Fig. 1: port wiring
Scale: 4 px per µm.
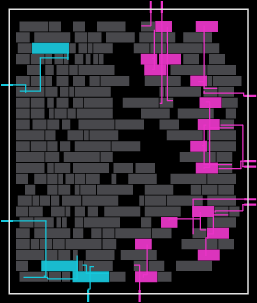
Fig. 2: cell classes on the final placement
Scale: 6 px per µm.
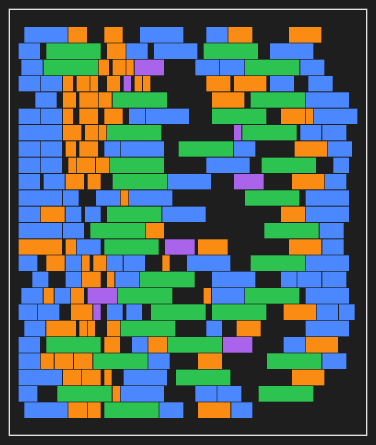
Fig. 3: local utilization
Scale: 6 px per µm. 6 x 7 tiles, from dark blue (low) to red (high), 0 to 100% covered.
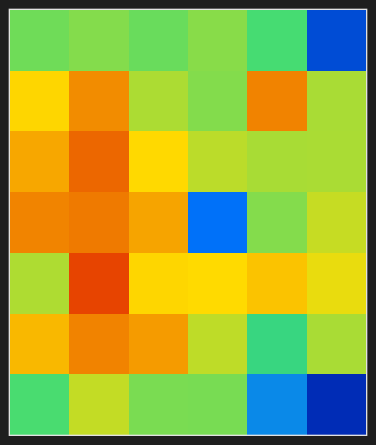
Fig. 4: metal 1
Scale: 6 px per µm. Supply wires on this layer in gray. Cells faint in the background.
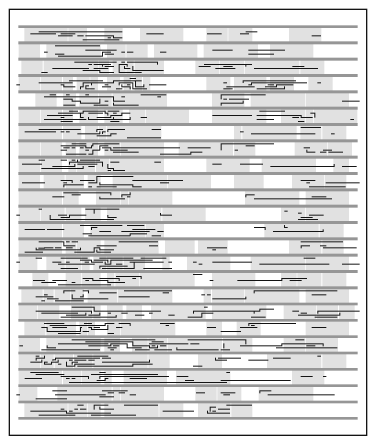
## src/rtl/ram_rr_arbiter.sv

```systemverilog
// Two-requester round-robin arbiter feeding a single-port RAM with registered commands.
// Read results are routed back to the issuing requester through a 2-deep owner pipeline.
module ram_rr_arbiter #(
    parameter int DEPTH = 8,
    parameter int WIDTH = 8
) (
    input  logic                       clk,
    input  logic                       rst,
    input  logic                       req0,
    input  logic                       we0,
    input  logic [$clog2(DEPTH)-1:0]   addr0,
    input  logic [WIDTH-1:0]           wdata0,
    output logic                       gnt0,
    output logic                       rvalid0,
    output logic [WIDTH-1:0]           rdata0,
    input  logic                       req1,
    input  logic                       we1,
    input  logic [$clog2(DEPTH)-1:0]   addr1,
    input  logic [WIDTH-1:0]           wdata1,
    output logic                       gnt1,
    output logic                       rvalid1,
    output logic [WIDTH-1:0]           rdata1,
    output logic                       ram_w_en,
    output logic [$clog2(DEPTH)-1:0]   ram_addr,
    output logic [WIDTH-1:0]           ram_data_in,
    input  logic [WIDTH-1:0]           ram_data_out
);
    localparam int AW = $clog2(DEPTH);

    typedef enum logic {
        OWN0 = 1'b0,
        OWN1 = 1'b1
    } owner_e;

    owner_e          r_last;
    owner_e          r_s1_own;
    owner_e          r_s2_own;
    logic            r_s1_vld;
    logic            r_s2_vld;
    logic            r_ram_w_en;
    logic [AW-1:0]   r_ram_addr;
    logic [WIDTH-1:0] r_ram_data_in;
    logic [WIDTH-1:0] r_rdata0;
    logic [WIDTH-1:0] r_rdata1;

    logic            w_gnt0;
    logic            w_gnt1;
    logic            w_any;
    logic            w_we;
    logic [AW-1:0]   w_addr;
    logic [WIDTH-1:0] w_wdata;
    logic            w_rvalid0;
    logic            w_rvalid1;

    // Contention goes to the requester that did not win last; grants are masked during reset.
    always_comb begin
        w_gnt0 = 1'b0;
        w_gnt1 = 1'b0;
        if (!rst) begin
            if (req0 && req1) begin
                if (r_last == OWN0) w_gnt1 = 1'b1;
                else                w_gnt0 = 1'b1;
            end else begin
                w_gnt0 = req0;
                w_gnt1 = req1;
            end
        end
    end

    always_comb begin
        w_any   = w_gnt0 | w_gnt1;
        w_we    = w_gnt1 ? we1    : we0;
        w_addr  = w_gnt1 ? addr1  : addr0;
        w_wdata = w_gnt1 ? wdata1 : wdata0;
    end

    always_ff @(posedge clk or posedge rst) begin
        if (rst) begin
            r_last        <= OWN0;
            r_ram_w_en    <= 1'b0;
            r_ram_addr    <= '0;
            r_ram_data_in <= '0;
            r_s1_vld      <= 1'b0;
            r_s1_own      <= OWN0;
            r_s2_vld      <= 1'b0;
            r_s2_own      <= OWN0;
            r_rdata0      <= '0;
            r_rdata1      <= '0;
        end else begin
            if (w_any) begin
                r_ram_w_en    <= w_we;
                r_ram_addr    <= w_addr;
                r_ram_data_in <= w_wdata;
                r_last        <= w_gnt1 ? OWN1 : OWN0;
            end else begin
                r_ram_w_en    <= 1'b0;
            end
            r_s1_vld <= w_any && !w_we;
            r_s1_own <= w_gnt1 ? OWN1 : OWN0;
            r_s2_vld <= r_s1_vld;
            r_s2_own <= r_s1_own;
            if (w_rvalid0) r_rdata0 <= ram_data_out;
            if (w_rvalid1) r_rdata1 <= ram_data_out;
        end
    end

    // Read data passes straight through while valid and is held afterwards.
    always_comb begin
        w_rvalid0 = r_s2_vld && (r_s2_own == OWN0);
        w_rvalid1 = r_s2_vld && (r_s2_own == OWN1);
    end

    assign gnt0        = w_gnt0;
    assign gnt1        = w_gnt1;
    assign rvalid0     = w_rvalid0;
    assign rvalid1     = w_rvalid1;
    assign rdata0      = w_rvalid0 ? ram_data_out : r_rdata0;
    assign rdata1      = w_rvalid1 ? ram_data_out : r_rdata1;
    assign ram_w_en    = r_ram_w_en;
    assign ram_addr    = r_ram_addr;
    assign ram_data_in = r_ram_data_in;

endmodule

```

## config.mk

```make
export PLATFORM = sky130hd
export DESIGN_NAME = ram_rr_arbiter
export DESIGN_NICKNAME = d
export VERILOG_FILES = /design/src/rtl/ram_rr_arbiter.sv
export SDC_FILE = /design/constraint.sdc
export NUM_CORES = 1
export LEC_CHECK = 0
export CAP_MARGIN = 25
export CORE_ASPECT_RATIO = 1.2
export CORE_UTILIZATION = 36
export CTS_CLUSTER_DIAMETER = 150
export DETAILED_ROUTE_END_ITERATION = 10
export GPL_ROUTABILITY_DRIVEN = 0
export PLACE_DENSITY = 0.82
export SYNTH_ARGS = -nofsm -noshare
export SYNTH_HDL_FRONTEND = slang
export SYNTH_SLANG_ARGS = --single-unit
```

## constraint.sdc

```tcl
create_clock -name clk -period 1.2 [get_ports clk]
set_input_delay 0.3 -clock clk [delete_from_list [all_inputs] [get_ports clk]]
set_output_delay 0.3 -clock clk [all_outputs]
set_load 0.05 [all_outputs]
```

==> impl_metrics.tcl <==
# collected from the flow reports
set metrics [dict create \
    outcome "finished, violations left" \
    violations "negative setup slack" \
    ys_sh_aoi_pct 18.7 \
    regToRegStartpoint "r_s2_own$_DFF_PP0_" \
    maxSlewHeadroom_pct 78.9 \
    post_drt_wl_per_cell_um 16.5 \
    place_hpwl_um 3080 \
    clkSlewWorstSetupHoldPaths_ps 60 \
    grt_max_degree 26 \
    final_core_util_pct 75.6 \
    cts_tree "built" \
    finalSetupTns_ps -10510 \
    fmax_ghz 0.562 \
    post-route-drc-count 0 \
    fin_area_um2 2790 \
    grt_use_total_pct 21.7 \
    initial_core_util_pct 38.4 \
    nets 247 \
    layout_setup_ws_ps -579 \
    synth_area_um2 1420 \
    mux_area_share_pct 12.7 \
    xor_share_pct 0 \
    totalWireLength_um 4360 \
    start_kind "flip-flop" \
    worstRegToRegCells 4 \
    drtPass1Iterations 4 \
    ys_seq_share_pct 58.2 \
    logic_area_um2 617 \
    drive_above_1_share_pct 43.9 \
    arrival_ps 1480 \
    synthCells 119 \
    ys_ff 33 \
    antenna_found_initial 0 \
    path_max_fanout 8 \
    preCtsSetupSlack_ps -521 \
    yosysChipArea_um2 1420 \
    grt_setup_unrepaired "yes" \
    power_density_nw_per_um2 1630 \
    ys_cells 119 \
    total_power_mw 4.54 \
    cp.required_ps 900 \
    period_minus_slack_ps 1780 \
    cts_buffers 5 \
    setup_violations 26 \
    skew_ps 5.42 \
    area.growth.synth_to_final_pct 96.8 \
    clkSinkCount 33 \
    irDropWorstVdd_mv 0.883 \
    synth_warnings 0 \
    drv_slew 0 \
    r2r-end "r_rdata0[1]$_DFF_PP0_" \
    min_path_type "in -> async" \
    fa_ha_area_share_pct 0 \
    regArea_um2 826 \
    synthTopLogicFamily "AND-OR/OR-AND gates" \
    diodes 0 \
    rows 24 \
    vias_per_cell 5.34 \
    instances_no_fill 264 \
    ant_nets 0 \
    crit_type "reg -> out" \
    warnings 30 \
    synth.most_common_cell "dfrtp_1" \
    placed_cells 246 \
    clockBufferDepth 2 \
    rrSetupSlack_ps -70 \
    die_area_um2 4200 \
    core-area_um2 3690 \
    cts_root_buffer "clkbuf_8" \
    grt_pass1_wl_um 6670 \
    edf_count 0 \
    critPathLaunch "r_s2_own$_DFF_PP0_" \
    yosysUniqueCellTypes 21 \
    top_area_cell "dfrtp_1" \
    die_h_um 70.8 \
    num-fill-cells 236 \
    num_vias 1411 \
    endpoint "rdata0[1]" \
    drtIter0Drc 44 \
    syn_nets 155 \
    top_cell_area_share_pct 58.2 \
    p_leak_nw 1.23 \
    timing.hold.ws_ps 268 \
    io_buffer_count 67 \
    grt_pass1_vias 1502 \
    finalHoldViolations 0 \
    synthArstFlopShare_pct 100 \
    clock.latency.late_pin_ps 280 \
    syn_area_per_cell_um2 11.9 \
    overflow 0 \
    dieWidth_um 59.3 \
    placed_area_um2 2540 \
    simple_gate_share_pct 5.20 \
    io_pins 68 \
    synthTopCellsByCount "33 x dfrtp_1, 15 x mux2_2, 12 x nor2_1, 12 x o2111ai_1" \
    fin_crit_sh_pct 148 \
    max_cap_violations 0 \
    ff_type "dfrtp_1" \
    worst_slew_pin_slew_ps 316 \
    area_leaders "dfrtp_1 58%, mux2_2 12%, o2111ai_1 7.4%" \
    h-tree-depth 2 \
    end_kind "output pin" \
]
## Picture notes: Fig. 1
legend:
  magenta:
    port: ram_data_out
    bits: 8
    direction: input
    edge: 5 right, 2 top, 1 bottom
    end_cells: 16
    wire: 238 µm
  cyan:
    port: ram_addr
    bits: 3
    direction: output
    edge: 2 left, 1 bottom
    end_cells: 3
    wire: 86.0 µm

## Picture notes: Fig. 2
legend:
  blue:
    class: remaining buffers and delay cells
    cells: 95
    share_of_their_area: 44%
  purple:
    class: clock drivers and dummy loads
    cells: 8
    share_of_their_area: 2.9%
  orange:
    class: remaining logic cells
    cells: 76
    share_of_their_area: 23%
  green:
    class: registers
    cells: 33
    share_of_their_area: 30%

## Picture notes: Fig. 3
fullest tile: 92%
mean over tiles: 65%
tiles over 75% full: 38%
densest ninth of the die: left middle
emptiest ninth of the die: bottom right

## Picture notes: Fig. 4
wire length on this layer: 1520 µm
nets with wire on the layer: 196
main direction: horizontal
share of all routed wire: 35%

[area by class of cell]
type / instances / area share [%]
clock buffers: 8 / 2.87
flip-flops and latches: 33 / 29.6
multi-input cells: 72 / 22.1
repair buffers: 95 / 42.6
inverters: 4 / 0.538
well taps: 52 / 2.33
[sequential cells by signal, summed over array words and instances, names as in the netlist]
signal       flops
r_s2_vld         1
r_s1_vld         1
r_rdata0         8
r_s2_own         1
r_s1_own         1
ram_data_in      8
ram_w_en         1
ram_addr         3
r_last           1
r_rdata1         8
[layout by cell type, fill, tap and decap left out, types with 3 or more instances in the layout]
master / synthesis / routed
dfrtp_1: 33 / 33
clkdlybuf4s50_1: 0 / 32
buf_12: 0 / 26
buf_4: 1 / 17
buf_6: 1 / 16
o2111ai_1: 12 / 12
nor2_1: 12 / 11
a31oi_1: 11 / 11
mux2_4: 0 / 10
o21ai_2: 0 / 6
o21ai_1: 1 / 6
mux2_2: 15 / 6
clkbuf_8: 0 / 5
inv_1: 4 / 3
clkbuf_1: 0 / 3
dlygate4sd2_1: 0 / 3
[routing by layer]
metal,vias up,part of all wire [%],GRT usage (%)
li1,621,-,-
met1,693,35,21.7
met2,85,53,37.6
met3,12,9.6,8.41
met4,0,2.2,11.6
met5,-,0,0
[power breakdown]
part,internal [mW],total [mW],switching [mW]
clock,0.411,0.788,0.377
combinational,1.11,2.32,1.21
sequential,1.32,1.43,0.108
[worst max-delay path, stage by stage, from the launching register on]
cell	delay, ps
dfrtp_1	410
nor2b_4	140
buf_8	150
mux2_4	340
buf_12	150
[cell families after synthesis]
family | count (synthesis)
DFF | 33
and+or+nand+nor | 17
muxes | 16
AOI/OAI and AO/OA | 39
buffers and inverters | 14
[repair_timing]
action	4_1_cts	5_1_grt
resized	34	9
pin swaps	5	5
setup buffers	4	7
setup endpoints to repair	41	32
hold buffers	0	0
